**src/rtl/vs_rr_mux_arb.sv**
```systemverilog
// vs_rr_mux_arb: four-requester round-robin arbiter that muxes one packet at a
// time onto a shared valid/ready channel. A grant is locked from the first
// beat until the beat carrying last; then one IDLE cycle re-arbitrates.
// Optional stall timeout is compiled in with the macro VS_ARB_TIMEOUT_EN.
module vs_rr_mux_arb #(
    parameter int WIDTH   = 8,
    parameter int TIMEOUT = 16
) (
    input  logic             clk,
    input  logic             rst_n,
    input  logic [3:0]       req_valid,
    input  logic [3:0]       req_last,
    input  logic [WIDTH-1:0] d_in_0,
    input  logic [WIDTH-1:0] d_in_1,
    input  logic [WIDTH-1:0] d_in_2,
    input  logic [WIDTH-1:0] d_in_3,
    output logic [3:0]       req_ready,
    output logic             out_valid,
    output logic [WIDTH-1:0] d_out,
    output logic             out_last,
    input  logic             out_ready,
    output logic [1:0]       select,
    output logic             busy,
    output logic             timeout_err
);

    typedef enum logic {
        IDLE = 1'b0,
        BUSY = 1'b1
    } state_t;

    state_t     state_reg;
    logic [1:0] select_reg;
    logic [1:0] ptr_reg;
    logic       busy_reg;

    logic [WIDTH-1:0] d_in_arr [4];
    logic [1:0]       cand [4];
    logic [3:0]       cand_valid;
    logic [1:0]       pick_next;
    logic             sel_valid;
    logic             sel_last;
    logic             beat;

    if (TIMEOUT < 1) begin : g_param_check
        $error("vs_rr_mux_arb: TIMEOUT must be at least 1");
    end

`ifdef VS_ARB_TIMEOUT_EN
    // Counter only needs to reach TIMEOUT-1; the cycle that would hit TIMEOUT releases.
    localparam int CW = (TIMEOUT > 1) ? $clog2(TIMEOUT) : 1;

    logic [CW-1:0] stall_cnt_reg;
    logic          timeout_err_reg;

    assign timeout_err = timeout_err_reg;
`else
    assign timeout_err = 1'b0;
`endif

    assign d_in_arr[0] = d_in_0;
    assign d_in_arr[1] = d_in_1;
    assign d_in_arr[2] = d_in_2;
    assign d_in_arr[3] = d_in_3;

    // Candidate gi is the requester (gi+1) places after the last winner, so
    // candidate 0 has the highest priority and candidate 3 is the last winner.
    for (genvar gi = 0; gi < 4; gi++) begin : g_cand
        assign cand[gi]       = ptr_reg + 2'(gi + 1);
        assign cand_valid[gi] = req_valid[cand[gi]];
    end

    // Pick the highest-priority valid candidate; falls back to the last winner.
    always_comb begin
        pick_next = cand[3];
        for (int k = 2; k >= 0; k--) begin
            if (cand_valid[k]) begin
                pick_next = cand[k];
            end
        end
    end

    assign sel_valid = req_valid[select_reg];
    assign sel_last  = req_last[select_reg];
    assign out_valid = (state_reg == BUSY) && sel_valid;
    assign out_last  = (state_reg == BUSY) && sel_last;
    assign d_out     = d_in_arr[select_reg];
    assign beat      = out_valid && out_ready;

    // Only the granted requester sees the downstream ready, and only while BUSY.
    for (genvar gi = 0; gi < 4; gi++) begin : g_ready
        assign req_ready[gi] = (state_reg == BUSY) && (select_reg == 2'(gi)) && out_ready;
    end

    assign select = select_reg;
    assign busy   = busy_reg;

    // Arbitration FSM: IDLE picks a winner, BUSY holds it until the last beat.
    always_ff @(posedge clk or negedge rst_n) begin
        if (!rst_n) begin
            state_reg       <= IDLE;
            select_reg      <= 2'd0;
            ptr_reg         <= 2'd3;
            busy_reg        <= 1'b0;
`ifdef VS_ARB_TIMEOUT_EN
            stall_cnt_reg   <= '0;
            timeout_err_reg <= 1'b0;
`endif
        end else begin
`ifdef VS_ARB_TIMEOUT_EN
            timeout_err_reg <= 1'b0;
`endif
            case (state_reg)
                IDLE: begin
                    if (|req_valid) begin
                        select_reg    <= pick_next;
                        state_reg     <= BUSY;
                        busy_reg      <= 1'b1;
`ifdef VS_ARB_TIMEOUT_EN
                        stall_cnt_reg <= '0;
`endif
                    end
                end
                BUSY: begin
                    if (beat && sel_last) begin
                        ptr_reg   <= select_reg;
                        state_reg <= IDLE;
                        busy_reg  <= 1'b0;
                    end
`ifdef VS_ARB_TIMEOUT_EN
                    // Only cycles where the owner has nothing to offer count as stalls.
                    if (beat) begin
                        stall_cnt_reg <= '0;
                    end else if (!sel_valid) begin
                        if (stall_cnt_reg == CW'(TIMEOUT - 1)) begin
                            stall_cnt_reg   <= '0;
                            ptr_reg         <= select_reg;
                            state_reg       <= IDLE;
                            busy_reg        <= 1'b0;
                            timeout_err_reg <= 1'b1;
                        end else begin
                            stall_cnt_reg <= stall_cnt_reg + CW'(1);
                        end
                    end
`endif
                end
            endcase
        end
    end

endmodule

```
**config.mk**
```make
export PLATFORM = sky130hd
export DESIGN_NAME = vs_rr_mux_arb
export DESIGN_NICKNAME = d
export VERILOG_FILES = /design/src/rtl/vs_rr_mux_arb.sv
export SDC_FILE = /design/constraint.sdc
export NUM_CORES = 1
export LEC_CHECK = 0
export CELL_PAD_IN_SITES_DETAIL_PLACEMENT = 1
export CELL_PAD_IN_SITES_GLOBAL_PLACEMENT = 2
export CORE_ASPECT_RATIO = 1.25
export CORE_MARGIN = 5
export CORE_UTILIZATION = 14
export DETAILED_ROUTE_END_ITERATION = 6
export PLACE_DENSITY = 0.74
export SLEW_MARGIN = 20
export SYNTH_ARGS = -nofsm -noshare
export SYNTH_HDL_FRONTEND = slang
export SYNTH_SLANG_ARGS = --single-unit
```
**constraint.sdc**
```tcl
create_clock -name clk -period 1.55 [get_ports clk]
set_input_delay 0.2325 -clock clk [delete_from_list [all_inputs] [get_ports clk]]
set_output_delay 0.2325 -clock clk [all_outputs]
set_load 0.02 [all_outputs]
```
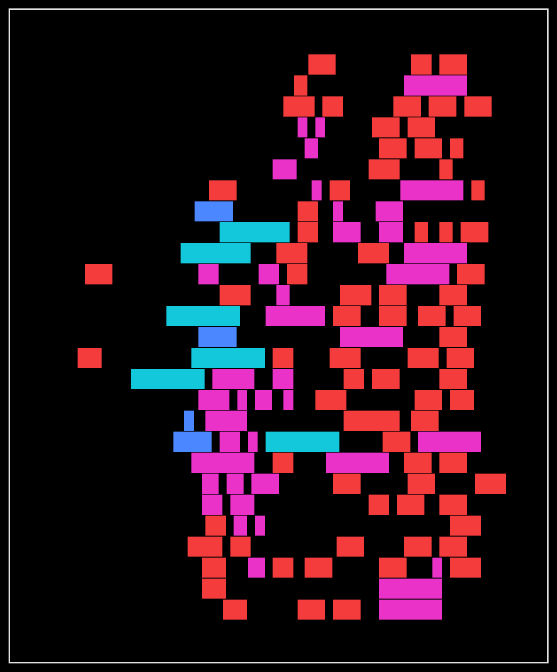
**Above:** run 1 (placed cells, one colour a class).
class	colour	cells
all other logic	magenta	41
clock drivers and dummy loads	blue	4
other buffers and delay cells	red	77
flip-flops	cyan	6

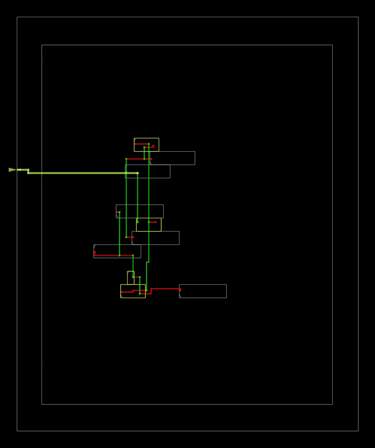
**Above:** run 1 (the clock network).
clock insertion delay at the later pin of the skew report: 0.23 ns
Clk power: 252 µW
count of clock buffers in the final design: 4

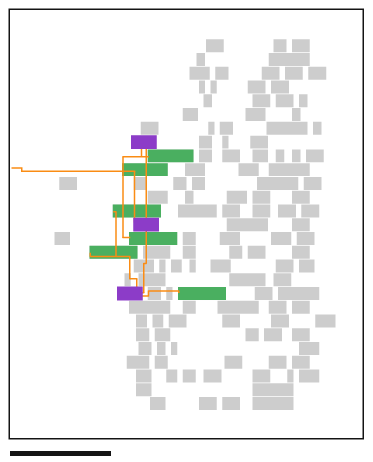
**Above:** run 1 (routed clock nets over the placement).
Bar = 20 µm.
[clock wires] orange | length: 138 µm
[flip-flops] green | count: 6
[cells driving clock nets] purple | count: 3
routed clock nets	4

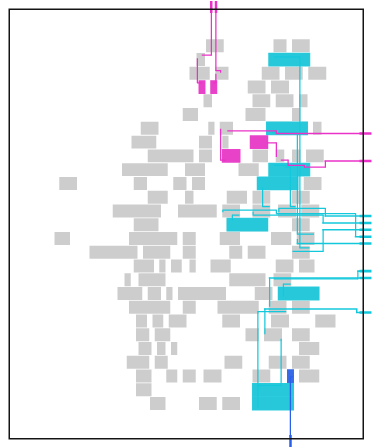
**Above:** run 1 (port wiring).
port	colour	direction	edge	end cells	buffers	wire
req_ready	magenta	output	2 right, 2 top	4	4	88.4 µm
timeout_err	blue	output	bottom	1	0	12.2 µm
d_in_2	cyan	input	right	8	8	309 µm

==> flow_metrics.py, run 1 <==
# Physical implementation metrics
metrics = {
    "yosys": {
        "synth.cells.most_frequent": "sky130_fd_sc_hd__mux4_2 (8), sky130_fd_sc_hd__dfrtp_1 (4), sky130_fd_sc_hd__nor2_1 (4)",
        "tally_of_yosys_warning_messages": 0,
        "synth-seq-area-share": 0.2450,
        "post_synth_instance_area_um2": 623.1,
    },
    "global_routing": {
        "grt_pass1_wl_um": 4802,
        "grtUsageTotal": 0.1035,
    },
    "cts": {
        "cts_max_path_buffers": 2,
        "cts_buffers": 3,
        "htree_levels": 1,
        "cts_root_cell": "sky130_fd_sc_hd__clkbuf_8",
        "cts.clk_slew.worst_paths_ns": 0.04,
    },
    "power": {
        "power-per-cell-area_mw_per_mm2": 1722,
    },
    "sta": {
        "worst_slack_ns": -0.1562,
        "setup_violations": 12,
        "tns_ns": -1.544,
    },
    "outcome": {
        "status": "complete, but fails checks",
        "violations_in_the_final_reports": "setup timing",
    },
    "flow_run": {
        "cap_violations": 0,
    },
    "placement": {
        "detailed_placer_s_ending_hpwl_um": 2543,
    },
    "finish": {
        "insertedDiodeCount": 0,
        "finish.instance_area_mm2": 0.001458,
        "post_route_cells_drive_above_1_share": 0.4453,
    },
}
-- run 1: layout by cell type (no fill, tap or decap), drive strengths merged, types with 2 or more instances in the layout --
cell and n:
nor3 3, nor2 4, nand3 2, mux2 3, clkbuf 4, dlygate4sd2 5, dfrtp 4, and2 2
clkdlybuf4s50 39, buf 32, mux4 10, nand2 3, a31oi 2, a21o 3, dfstp 2
-- run 1: repair_timing --
item	4_1_cts	5_1_grt
setup endpoints to repair	19	17
endpoints found under the hold margin	0	0
resized	79	12
pin swaps	1	3
buffers inserted	1	2
-- run 1: final timing paths --
| check | from | endpoint | slack (ns) | cells after the start |
|---|---|---|---|---|
| max in group asynchronous | rst_n | ptr_reg[0]$_DFFE_PN1P_ | 1.00 | 1 |
| worst max register to register | select[0]$_DFFE_PN0P_ | ptr_reg[0]$_DFFE_PN1P_ | -0.12 | 5 |
| worst min-delay path | rst_n | select[1]$_DFFE_PN0P_ | 0.26 | 1 |
| worst max-delay path | select[0]$_DFFE_PN0P_ | d_out[2] | -0.16 | 3 |
| worst min register to register | busy$_DFFE_PN0P_ | busy$_DFFE_PN0P_ | 0.49 | 1 |
| min in group clk | busy$_DFFE_PN0P_ | busy$_DFFE_PN0P_ | 0.49 | 1 |
-- run 1: power breakdown --
group	internal (mW)	switching (mW)
sequential	0.262	0.104
clock	0.178	0.0747
combinational	1.06	0.828
total	1.50	1.01
-- run 1: metal layers --
metal | wire [µm] | part of all wire | vias to the layer above
met3 | 325 | 0.11 | 2
met5 | 0 | 0 | -
met2 | 1569 | 0.51 | 48
li1 | - | - | 355
met1 | 1159 | 0.38 | 374
met4 | 25 | 0.0081 | 0
-- run 1: metrics by stage --
| stage | util | cells |
|---|---|---|
| 2_1_floorplan | - | 52 |
| 3_3_place_gp | 0.3184 | 180 |
| 3_5_place_dp | 0.3184 | 180 |
| 4_1_cts | 0.3236 | 185 |
| 5_1_grt | 0.3345 | 186 |
| 6_report | 0.3345 | 186 |
-- run 1: cell families (layout without fill, tap and decap cells) --
family	after synthesis	in the layout	synth area share
simple gates	18	18	0.1546
mux	14	14	0.4438
compound gates	7	7	0.08233
flops	6	6	0.2450
buf+inv	6	82	0.06826
other cells	1	1	0.006018
-- run 1: critical path, cell delays in order (launching register included) --
cell	delay [ns]
sky130_fd_sc_hd__dfrtp_2	0.40
sky130_fd_sc_hd__buf_12	0.16
sky130_fd_sc_hd__mux4_2	0.51
sky130_fd_sc_hd__buf_2	0.18
-- run 1: layout make-up --
cell class,instances,area [µm²],share of cell area
clock buffer,4,45.04,0.03090
inverter,1,3.754,0.002575
multi-input combinational,40,451.7,0.3099
sequential,6,155.1,0.1064
tap,58,72.57,0.04979
timing repair buffer,77,729.5,0.5004
==> run 1 -> run 2 <==
--- a/config.mk
+++ b/config.mk
@@ -11,7 +11,9 @@
 export CORE_MARGIN = 5
 export CORE_UTILIZATION = 14
 export DETAILED_ROUTE_END_ITERATION = 6
+export GPL_TIMING_DRIVEN = 0
 export PLACE_DENSITY = 0.74
+export SKIP_CTS_REPAIR_TIMING = 1
 export SLEW_MARGIN = 20
 export SYNTH_ARGS = -nofsm -noshare
 export SYNTH_HDL_FRONTEND = slang
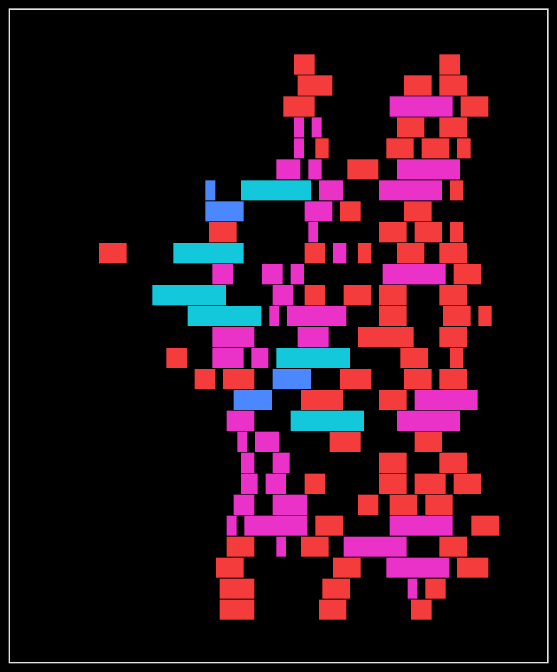
**Above:** run 2 (placed cells, one colour a class).
class	colour	cells
all other logic	magenta	41
other buffers and delay cells	red	71
flip-flops	cyan	6
clock drivers and dummy loads	blue	4

==> run 2 against run 1 <==
The flow still finishes with violations (setup timing). Area after synthesis stayed put. Worst hold slack worse by 0.0034 ns. Die size stayed put. Via count is 2.6% lower. Sequential power is 2% lower. Final area is 3.6% lower.
==> flow_metrics.py, run 2 <==
# Physical implementation metrics
metrics = {
    "flow_run": {
        "cap_violations": 0,
    },
    "yosys": {
        "post_synth_instance_area_um2": 623.1,
        "synth.cells.most_frequent": "sky130_fd_sc_hd__mux4_2 (8), sky130_fd_sc_hd__dfrtp_1 (4), sky130_fd_sc_hd__nor2_1 (4)",
    },
    "global_routing": {
        "grtUsageTotal": 0.09744,
        "grt_pass1_vias": 842,
        "grt_pass1_wl_um": 4429,
    },
    "finish": {
        "finish.instance_area_mm2": 0.001405,
        "layout_top_cell": "sky130_fd_sc_hd__clkdlybuf4s50_1",
        "post_route_cells_drive_above_1_share": 0.4180,
        "final_layout_top_logic_cells": "sky130_fd_sc_hd__clkdlybuf4s50_1 (41), sky130_fd_sc_hd__buf_4 (11), sky130_fd_sc_hd__mux4_2 (10)",
        "insertedDiodeCount": 0,
    },
    "critical_path": {
        "worst_setup_path_end_kind": "primary output",
    },
    "sta": {
        "setup_violations": 12,
        "worst_slack_ns": -0.2471,
    },
    "cts": {
        "cts_buffers": 3,
        "htree_levels": 1,
        "cts_root_cell": "sky130_fd_sc_hd__clkbuf_8",
        "clk_latency_ns": 0.22,
        "cts_max_path_buffers": 2,
        "cts.clk_slew.worst_paths_ns": 0.04,
    },
    "route": {
        "routed_wl_um": 2954,
    },
    "outcome": {
        "violations_in_the_final_reports": "setup timing",
        "status": "complete, but fails checks",
    },
    "placement": {
        "detailed_placer_s_ending_hpwl_um": 2452,
    },
}
-- run 2: cell types whose count changed in the layout (fill, tap and decap cells not counted), sizes merged --
cell,previous run,this run
dlygate4sd2,5,0
dlymetal6s2s,1,3
clkbuf,4,6
clkdlybuf4s50,39,41
buf,32,25
-- run 2: path summary, 6_finish.rpt --
kind / to / startpoint / slack, ns / depth (start not counted)
worst max-delay path: out_last / select[0]$_DFFE_PN0P_ / -0.25 / 4
max in group asynchronous: ptr_reg[0]$_DFFE_PN1P_ / rst_n / 1.01 / 1
worst min-delay path: busy$_DFFE_PN0P_ / rst_n / 0.26 / 1
worst min register to register: busy$_DFFE_PN0P_ / busy$_DFFE_PN0P_ / 0.48 / 1
worst max register to register: ptr_reg[0]$_DFFE_PN1P_ / select[0]$_DFFE_PN0P_ / -0.15 / 5
min in group clk: state_reg$_DFF_PN0_ / out_ready / 0.42 / 3
-- run 2: kinds of logic (layout without fill, tap and decap cells) --
| kind of cell | Yosys count | after routing | synth area share |
|---|---|---|---|
| mux | 14 | 14 | 0.4438 |
| compound gates | 7 | 7 | 0.08233 |
| other cells | 1 | 1 | 0.006018 |
| flops | 6 | 6 | 0.2450 |
| simple gates | 18 | 18 | 0.1546 |
| buf+inv | 6 | 76 | 0.06826 |
-- run 2: area by class of cell --
class                           instances  area, µm²
Fill cell                             482       2953
Timing Repair Buffer                   66      623.1
Multi-Input combinational cell         40      449.2
Sequential cell                         6      155.1
Tap cell                               58      72.57
Buffer                                  5      56.30
Clock buffer                            4      45.04
Inverter                                1      3.754
-- run 2: critical path, stage by stage, from the launching register on --
cell	delay (ns)
sky130_fd_sc_hd__dfrtp_2	0.36
sky130_fd_sc_hd__buf_6	0.12
sky130_fd_sc_hd__mux4_2	0.55
sky130_fd_sc_hd__and2_4	0.19
sky130_fd_sc_hd__buf_6	0.12
-- run 2: metrics by stage --
step	util	TNS [ns]	hold slack, ns	power, mW	cells
after detailed placement	0.2974	-8.093	0.4726	1.995	169
after global routing	0.3224	-2.847	0.2744	2.572	180
after floorplan	-	-0.06478	-0.06309	1.288	52
after global placement	0.2974	-7.781	0.4701	1.960	169
after CTS	0.3078	-9.885	0.2655	2.253	173
final	0.3224	-2.293	0.2578	2.431	180
-- run 2: per-layer routing --
metal / track usage / wire length [µm]
met1: 0.08730 / 1082
met2: 0.1788 / 1501
met5: 0 / 0
met4: 0.04530 / 40
met3: 0.05150 / 328
-- run 2: where the power goes --
| part | switching (mW) | internal [mW] |
|---|---|---|
| Combinational | 0.808 | 1.01 |
| Clock | 0.0747 | 0.178 |
| Sequential | 0.0975 | 0.261 |
==> run 2 -> run 3 <==
==> constraint.sdc (replaced) <==
create_clock -name clk -period 1.55 [get_ports clk]
set_input_delay 0.3875 -clock clk [delete_from_list [all_inputs] [get_ports clk]]
set_output_delay 0.3875 -clock clk [all_outputs]
set_load 0.02 [all_outputs]
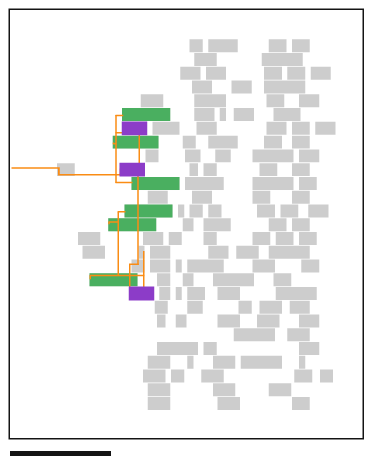
**Above:** run 3 (routed clock nets over the placement).
Bar = 20 µm.
[cells driving clock nets] purple | count: 3
[clock wires] orange | length: 122 µm
[flip-flops] green | count: 6
routed clock nets	4

==> run 3 against run 2 <==
Die size unchanged. Setup slack got worse by 0.12 ns. Critical endpoint is now out_valid. The run still ends with setup timing left. Via count increased by 3.0%. Area after synthesis unchanged. Combinational power increased by 17%. Count of clock-buffer cells in the layout unchanged. Synthesized cell count unchanged. Sequential share of layout area decreased by 1.2 points. Wire length increased by 4.2%. First-iteration DRC count decreased by 50%. Sequential power increased by 2%. Flip-flop count unchanged.
==> flow_metrics.py, run 3 <==
# Physical implementation metrics
metrics = {
    "outcome": {
        "status": "complete, but fails checks",
        "violations_in_the_final_reports": "setup timing",
    },
    "sta": {
        "timing_hold_violations_final": 0,
        "worst_slack_ns": -0.3709,
        "tns_ns": -3.998,
        "setup_violations": 16,
    },
    "global_routing": {
        "grt_antenna_before_repair": 0,
        "grt_pass1_wl_um": 4340,
        "grt_pass1_vias": 837,
        "grtUsageTotal": 0.09417,
    },
    "placement": {
        "detailed_placer_s_ending_hpwl_um": 2476,
        "place_inst": 169,
    },
    "finish": {
        "post_route_cells_drive_above_1_share": 0.4683,
        "fillers": 467,
        "final_layout_top_logic_cells": "sky130_fd_sc_hd__clkdlybuf4s50_1 (25), sky130_fd_sc_hd__dlymetal6s2s_1 (20), sky130_fd_sc_hd__buf_6 (17)",
        "insertedDiodeCount": 0,
        "layout.cells.non_filler": 184,
        "layout_top_cell": "sky130_fd_sc_hd__clkdlybuf4s50_1",
    },
    "route": {
        "post-route-drc-count": 0,
        "final_antenna_net_count": 0,
        "routed_wl_um": 3078,
        "dr_total_vias": 782,
    },
    "critical_path": {
        "worst_setup_path_end_kind": "primary output",
        "critical_path.reg2reg.startpoint": "select[0]$_DFFE_PN0P_",
        "worstReg2RegEnd": "ptr_reg[1]$_DFFE_PN1P_",
        "timing.reg2reg.worst_path_depth": 5,
        "reg2reg_setup_slack_ns": -0.12,
        "worst-path-max-fanout": 4,
    },
    "yosys": {
        "synth.cells.most_frequent": "sky130_fd_sc_hd__mux4_2 (8), sky130_fd_sc_hd__dfrtp_1 (4), sky130_fd_sc_hd__nor2_1 (4)",
        "synthDominantAreaCellType": "sky130_fd_sc_hd__mux4_2",
    },
    "cts": {
        "cts_buffers": 3,
        "htree_levels": 1,
        "cts_max_path_buffers": 2,
        "cts_root_cell": "sky130_fd_sc_hd__clkbuf_8",
        "cts.clk_slew.worst_paths_ns": 0.04,
    },
    "flow_run": {
        "cap_violations": 0,
    },
}
## run 3: worst max path at each step
stage                                startpoint        end  slack [ns]  depth (start not counted)
final                     select[1]$_DFFE_PN0P_  out_valid       -0.37                          4
after global routing      select[0]$_DFFE_PN0P_   out_last       -0.40                          4
after CTS                          req_valid[3]  out_valid       -0.99                          4
after detailed placement           req_valid[3]  out_valid       -0.99                          4
after global placement             req_valid[3]  out_valid       -0.98                          4
after floorplan           select[0]$_DFFE_PN0P_   out_last       -0.10                          3
## run 3: area by class of cell
type	instances	area, µm²	area share
flip-flops and latches	6	156.4	0.09835
plain buffers	5	61.31	0.03855
multi-input cells	40	488.0	0.3068
well taps	58	72.57	0.04563
inverters	1	11.26	0.007081
clock buffers	4	45.04	0.02832
repair buffers	70	755.7	0.4752
## run 3: cells by family (layout without fill, tap and decap cells)
family | after synthesis | in the layout | synth area share
compound gates | 7 | 7 | 0.08233
other cells | 1 | 1 | 0.006018
mux | 14 | 14 | 0.4438
buf+inv | 6 | 80 | 0.06826
simple gates | 18 | 18 | 0.1546
flops | 6 | 6 | 0.2450
## run 3: routing by layer
| layer | GRT usage | routed length, µm | up-vias |
|---|---|---|---|
| li1 | - | - | 356 |
| met1 | 0.08927 | 1125 | 376 |
| met2 | 0.1840 | 1613 | 48 |
| met3 | 0.03832 | 321 | 2 |
| met4 | 0.02613 | 18 | 0 |
| met5 | 0 | 0 | - |
## run 3: power by group
group          switching, mW  internal, mW  leakage [nW]
Combinational          0.907          1.22         0.693
Clock                 0.0721         0.177        0.0228
Sequential             0.104         0.263        0.0615
Total                   1.08          1.66         0.778
## run 3: critical path: stages (launching register included)
cell	delay, ns
sky130_fd_sc_hd__dfrtp_2	0.36
sky130_fd_sc_hd__buf_6	0.11
sky130_fd_sc_hd__mux4_2	0.53
sky130_fd_sc_hd__and2_4	0.16
sky130_fd_sc_hd__buf_4	0.15
## run 3: metrics by stage
step                      utilization  cell area (µm²)  worst slack, ns
final                          0.3649             1590          -0.3709
after floorplan                     -            651.9          -0.1034
after global routing           0.3649             1590          -0.4010
after global placement         0.3018             1315          -0.9760
after detailed placement       0.3018             1315          -0.9858
after CTS                      0.3121             1360          -0.9853
Power figures rest on the tool's default switching activity, not on a simulated workload.
